Design m68k_bus_master, sky130hd; sources not shown.
Run 1, register map, names as in the netlist:
Other sequential cells in the stronger gray, the rest of the logic in the fainter gray.
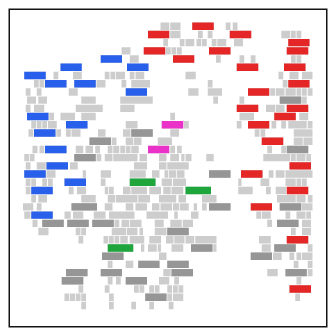
[bus_addr] red | sequential cells: 23
[lat_be] magenta | sequential cells: 2
[state] green | sequential cells: 3
[rdata] blue | sequential cells: 16
not colored: 27
sequential group power: 2.56 mW
Reg area: 1440 um^2
fraction of area in registers: 37.7%
Core Util, Final: 41.7%

Run 1, I/O pins on the die edge:
Pins as bars across the die edge, other pins in gray.
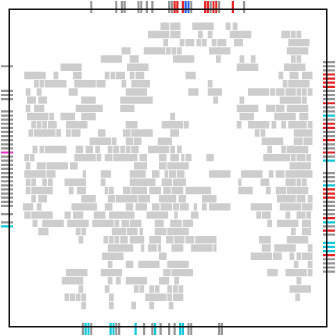
[req_addr] red | pins: 23 | direction: input | edge: 15 right, 8 top
[req_wdata] cyan | pins: 16 | direction: input | edge: 8 bottom, 7 right, 1 left
[as_n] magenta | pins: 1 | direction: output | edge: left
[req_be] blue | pins: 2 | direction: input | edge: top
die width: 105 um
PortBufs: 0
Die Y: 105 um

Run 1, routed metal, one color a layer:
Scale bar: 20 um.
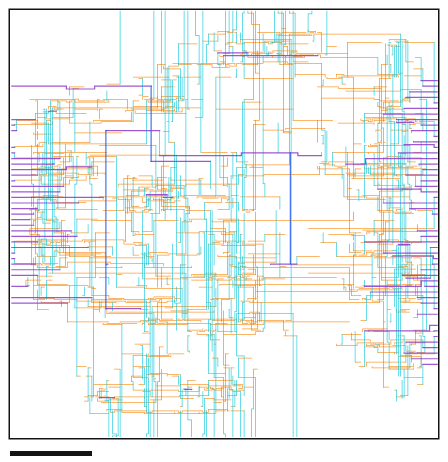
[M2] cyan | wire length: 4420 um
[M3] purple | wire length: 778 um
[M1] orange | wire length: 3810 um
[M4] blue | wire length: 89.1 um
Post-Route WL: 9.10 mm
drt wl/cell: 19.4 um
total track usage: 15.1%

==> Slide: Implementation Results, run 1 <==
Implementation Results

Run status
  – Outcome: finished with violations
  – Violated checks: negative hold slack, negative setup slack

Placed design
  – GP Congestion: just under 0.7
  – Cell Area, Placed: ~3000 um^2
  – Placed cell count: approximately 430
  – Hpwl dp: 5.32 mm
  – Worst slack, placed: -0.109 ns

Floorplan
  – Die area: approximately 11000 um^2
  – IO Count: between 100 and 150
  – Core Area: between 9000 and 10000 um^2
  – Row cnt: 35
  – Initial Util: 30.6%

Timing
  – Slew Limit Fails: 0
  – Clock skew: 0.00858 ns
  – Slew Limit Headroom: 76.2%
  – Final hold slack: -0.153 ns
  – Final Hold Viols: 61
  – Worst Tran Pin Value: approximately 0.35 ns
  – Fmax: between 0.7 and 0.8 GHz
  – RSZ-0062 raised after global routing: true
  – Final period utilization: 109%
  – Final setup TNS: -2.49 ns
  – Post-route minimum period: approximately 1.4 ns
  – Setup ws final: -0.114 ns
  – Final setup vio count: between 40 and 50

Yosys
  – Post-synth EDFFs: 0
  – Netlist Area Pre-Place: 2800 um^2
  – Yosys top cell by area: dfxtp_1
  – Commonest cells post-synth: dfxtp_1 (71), a21oi_1 (59), nand3_1 (59)
  – Nets at Floorplan: approximately 390
  – Post-synth seq share: about 51%
  – YS chip area: approximately 2800 um^2
  – Ys flop type: dfxtp_1
  – Synth cell types: 37
  – Ys async rst share: 0%
  – Most frequent cell after synthesis: dfxtp_1
  – Post-Syn Area per Cell: 8.54 um^2
  – Number of synthesized register bits: 71
  – Ys cells: approximately 330
  – Synth Instances: about 330
  – Top-area cell share: between 50% and 60%
  – Synth warn: 0
  – Top area cell types: dfxtp_1 (51%), a21oi_1 (11%), nand3_1 (11%), o21ai_0 (10%), clkbuf_1 (3.2%)

Clock tree
  – Root buf cell: clkbuf_8
  – Clock Tree Buf Depth: 2
  – PostCTS Resize Cnt: 23
  – Clk pin slew, worst setup/hold paths: 0.08 ns
  – Latency at later pin: 0.34 ns
  – Post-CTS setup buffer count: 6
  – Cts bufs inserted: 9
  – CTS Hold Bufs: 8
  – CTS tree: yes
  – Htree depth: 3
  – Clock sink total: between 70 and 80

Power and ir drop
  – Sequential share of power: between 40% and 50%
  – Sw power: 1.64 mW
  – Switching part of the total: between 30% and 40%
  – Peak VDD IR: approximately 0.62 mV
  – PD cells: between 1000 and 1500 nW/um^2
  – Combinational share of power: about 20%
  – Design Power: approximately 5.3 mW
  – Leakage: 1.28 nW
  – Internal Pwr Total: about 3.7 mW
  – Clk pwr share: around 32%

Cells and area
  – Number of fillers in the final layout: just under 900
  – Area of all placed cells without fillers: 3810 um^2
  – N_diodes: 0
  – Layout cells sized above 1: a little over a third
  – Area growth syn-to-layout: 36.1%
  – Non-Filler Instances: approximately 470
  – Final #Nets: between 400 and 500
  – Logic area: 1500 um^2
  – Max reg flops: 23

Drt
  – Antenna-violating nets left: 0
  – DR iter-0 viols: ~130
  – DRT Pass-1 Iters: 4
  – Via count: 2628
  – Vias per Instance: roughly 5.6
  – Drc violations: 0

Critical path
  – Critical path class: flip-flop to flip-flop
  – CP arrival: 1.65 ns
  – Reg2reg setup slack: -0.11 ns
  – CP max FO: 8
  – WP data required: around 1.5 ns
  – Startpoint types: flip-flop
  – Worst Reg-to-Reg Cells: 4
  – Critical Path End Type: flip-flop

Run
  – Tool warnings: 31
  – Max-cap violations: 0

Global route
  – Largest net degree at the start of global routing: roughly 67
  – Total grt overflow: 0
  – Number of antenna violations at the first check in global routing: 0
  – Vias in the first global route: approximately 2500
  – First-pass GRT wire length: 13.3 mm

Min path
  – Worst hold path type: primary input to flip-flop
  – Hold path depth: 1
==> run 1: placed cells by master (no fill, tap or decap), types with 4 or more instances in the layout <==
| cell type | n |
|---|---|
| clkbuf_8 | 10 |
| nand3_4 | 4 |
| nand3_1 | 45 |
| nand2_1 | 4 |
| dfxtp_1 | 67 |
| buf_6 | 10 |
| o21ai_2 | 28 |
| dfxtp_4 | 4 |
| o21ai_1 | 30 |
| nand3_2 | 10 |
| a21oi_2 | 11 |
| nor3_1 | 5 |
| dlygate4sd3_1 | 8 |
| buf_12 | 4 |
| inv_1 | 5 |
| buf_4 | 22 |
| a21oi_1 | 48 |
==> run 1: power groups by stage <==
stage,Sequential [mW],Clock (mW),Combinational (mW)
2_1_floorplan,2.57,0,0.577
3_3_place_gp,2.59,0,0.735
3_5_place_dp,2.59,0,0.752
4_1_cts,2.54,1.79,0.874
5_1_grt,2.57,1.87,1.14
6_report,2.56,1.72,1.05
==> run 1: cell families (layout without fill, tap and decap cells) <==
kind of cell / after synthesis / after routing / share of synthesized area [%]
buf+inv: 39 / 68 / 6.38
simple gates: 86 / 87 / 17.3
flops: 71 / 71 / 50.7
fa+ha+maj: 1 / 1 / 0.357
compound gates: 129 / 129 / 24.5
mux: 2 / 2 / 0.759
==> run 1: critical path, stage by stage (launching register included) <==
cell and delay, ns:
dfxtp_4 0.38, buf_6 0.12, or4b_4 0.57, o21ai_1 0.16, a21oi_1 0.08
==> run 1: layout make-up <==
class	instances	area share, %
multi-input cells	219	39.2
inverters	3	0.295
flip-flops and latches	71	37.7
clock inverters	6	1.38
well taps	111	3.64
repair buffers	49	14.2
clock buffers	10	3.61
==> run 1: layer usage <==
layer	global-route usage (%)	wire, um
met3	5.87	777
met2	24.0	4420
met5	0	0
met4	4.31	89
met1	19.0	3810
## Run 2: what changed since run 1
- GPL_ROUTABILITY_DRIVEN: not set -> 1
Run 2, register map, names as in the netlist:
Other sequential cells in the stronger gray, the rest of the logic in the fainter gray.
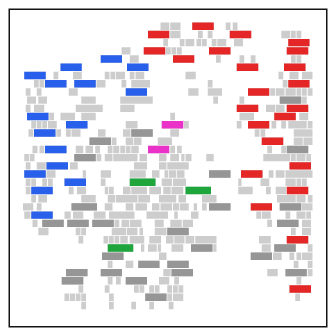
[bus_addr] red | sequential cells: 23
[lat_be] magenta | sequential cells: 2
[state] green | sequential cells: 3
[rdata] blue | sequential cells: 16

==> run 2 against run 1 <==
Net effect: the run still ends with negative hold slack, negative setup slack left; final cell count stayed put; highest routed layer unchanged; setup slack stayed put; area after synthesis stayed put; utilization stayed put; power stayed put; first-iteration DRC count stayed put; critical endpoint unchanged; wire length stayed put; via count stayed put.
==> Slide: Implementation Results, run 2 <==
Implementation Results

Yosys
  – Synth warn: 0 (unchanged)
  – Synth cell types: 37 (unchanged)
  – Nets at Floorplan: 390 (unchanged)
  – Post-synth seq share: 50.7% (unchanged)
  – Top area cell types: dfxtp_1 (51%), a21oi_1 (11%), nand3_1 (11%), o21ai_0 (10%), clkbuf_1 (3.2%)
  – Number of synthesized register bits: 71 (unchanged)
  – Most frequent cell after synthesis: dfxtp_1
  – Synth Instances: 328 (unchanged)
  – Netlist Area Pre-Place: 2800 um^2 (unchanged)
  – Ys async rst share: 0% (unchanged)
  – Post-Syn Area per Cell: 8.54 um^2 (unchanged)
  – Post-synth EDFFs: 0 (unchanged)
  – Yosys top cell by area: dfxtp_1
  – YS chip area: 2800 um^2 (unchanged)
  – Commonest cells post-synth: dfxtp_1 (71), a21oi_1 (59), nand3_1 (59)

Power and ir drop
  – Switching part of the total: 30.7% (unchanged)
  – Internal Pwr Total: 3.69 mW (unchanged)
  – Sequential share of power: 48.0% (about the same)
  – Leakage: 1.28 nW (unchanged)
  – Clk pwr share: 32.3% (about the same)
  – Combinational share of power: 19.7% (about the same)
  – PD cells: 1400 nW/um^2 (unchanged)
  – Design Power: 5.33 mW (unchanged)

Clock tree
  – Root buf cell: clkbuf_8
  – Clock Tree Buf Depth: 2 (unchanged)
  – Clk pin slew, worst setup/hold paths: 0.08 ns (about the same)
  – CTS Hold Bufs: 8 (unchanged)
  – CTS tree: yes
  – Latency at later pin: 0.34 ns (about the same)
  – Htree depth: 3 (unchanged)
  – Cts bufs inserted: 9 (unchanged)

Timing
  – Post-route minimum period: 1.41 ns (unchanged)
  – Final setup vio count: 48 (unchanged)
  – Slew Limit Headroom: 76.2% (unchanged)
  – Clock skew: 0.00858 ns (unchanged)
  – Worst Tran Pin Value: 0.347 ns (unchanged)
  – Setup ws final: -0.114 ns (unchanged)
  – Final Hold Viols: 61 (unchanged)
  – Final hold slack: -0.153 ns (unchanged)
  – Final period utilization: 109% (unchanged)
  – Slew Limit Fails: 0 (unchanged)
  – RSZ-0062 raised after global routing: true

Drt
  – Drt wl/cell: 19.4 um (unchanged)
  – Vias per Instance: 5.60 (unchanged)
  – Via count: 2628 (unchanged)
  – DRT Pass-1 Iters: 4 (unchanged)

Critical path
  – CP max FO: 8 (unchanged)
  – CP max-delay cell: or4b_4
  – Critical path class: flip-flop to flip-flop
  – Largest stage delay on the critical path: 0.57 ns (about the same)
  – CP arrival: 1.65 ns (about the same)
  – Worst path cell trace: buf_6 -> or4b_4 -> o21ai_1 -> a21oi_1
  – Cell count along the critical path: 4 (unchanged)
  – CP Buf/Inv Count: 1 (unchanged)
  – Reg2reg setup slack: -0.11 ns (about the same)
  – Startpoint types: flip-flop
  – Cell family with most CP delay: simple AND/OR/NAND/NOR gates
  – Critical Path End Type: flip-flop

Global route
  – Vias in the first global route: 2450 (unchanged)
  – Largest net degree at the start of global routing: 67 (unchanged)
  – Total grt overflow: 0 (unchanged)
  – GR Util met3: 5.87% (unchanged)
  – Met1 usage: 19.0% (unchanged)
  – First-pass GRT wire length: 13.3 mm (unchanged)
  – Number of antenna violations at the first check in global routing: 0 (unchanged)
  – Total track usage: 15.1% (unchanged)
  – Met2 Usage GRT: 24.0% (unchanged)

Floorplan
  – Core Area: 9150 um^2 (unchanged)
  – Die width: 105 um (unchanged)
  – Die Y: 105 um (unchanged)
  – Row cnt: 35 (unchanged)

Cells and area
  – Area of all placed cells without fillers: 3810 um^2 (unchanged)
  – N_diodes: 0 (unchanged)
  – Max reg flops: 23 (unchanged)
  – Most frequent logic cell in the layout: dfxtp_1
  – Core Util, Final: 41.7% (unchanged)
  – Most frequent cells in the layout: dfxtp_1 (67), a21oi_1 (48), nand3_1 (45)
  – Non-Filler Instances: 469 (unchanged)
  – Final #Nets: 415 (unchanged)

Run status
  – Violated checks: negative hold slack, negative setup slack
  – Outcome: finished with violations

Run
  – Tool warnings: 31 (unchanged)
  – Max-cap violations: 0 (unchanged)

Min path
  – Hold path depth: 1 (unchanged)
  – Worst hold path type: primary input to flip-flop

Placed design
  – Placed cell count: 430 (unchanged)
  – Worst slack, placed: -0.109 ns (unchanged)
[run 2: cell counts after synthesis]
No cell type changed its count.
[run 2: repair_timing]
| item | 4_1_cts | 5_1_grt |
|---|---|---|
| gates resized | 23 | 71 |
| pin swaps | 13 | 26 |
| hold endpoints to repair | 71 | 61 |
| setup endpoints to repair | 56 | 66 |
| setup buffers | 6 | 5 |
| gates cloned | 2 | 3 |
[run 2: worst reg2reg max path: stages, from the launching register on]
cell     delay, ns
dfxtp_4       0.38
buf_6         0.12
or4b_4        0.57
o21ai_1       0.17
a21oi_1       0.08
[run 2: routing by layer]
layer	vias to the layer above	share of wire, %
met5	-	0
met1	1255	42
met3	7	8.5
li1	1253	-
met2	113	49
met4	0	0.98
[run 2: power groups by stage]
stage / logic [mW] / registers [mW] / clock network, mW
2_1_floorplan: 0.577 / 2.57 / 0
3_3_place_gp: 0.735 / 2.59 / 0
3_5_place_dp: 0.752 / 2.59 / 0
4_1_cts: 0.874 / 2.54 / 1.79
5_1_grt: 1.14 / 2.57 / 1.87
6_report: 1.05 / 2.56 / 1.72
[run 2: cell type report]
| class | count | area (um^2) |
|---|---|---|
| clock inverters | 6 | 52.6 |
| inverters | 3 | 11.3 |
| flip-flops and latches | 71 | 1440 |
| repair buffers | 49 | 543 |
| clock buffers | 10 | 138 |
| well taps | 111 | 139 |
| multi-input cells | 219 | 1500 |
| fillers | 890 | 5340 |
[run 2: cell families after synthesis]
family,synth area share (%)
flip-flops,50.7
adder cells (fa/ha/maj),0.357
buffers and inverters,6.38
AND-OR/OR-AND,24.5
multiplexers,0.759
AND/OR/NAND/NOR,17.3
No activity file was given, so power comes from the tool's default toggle rates.
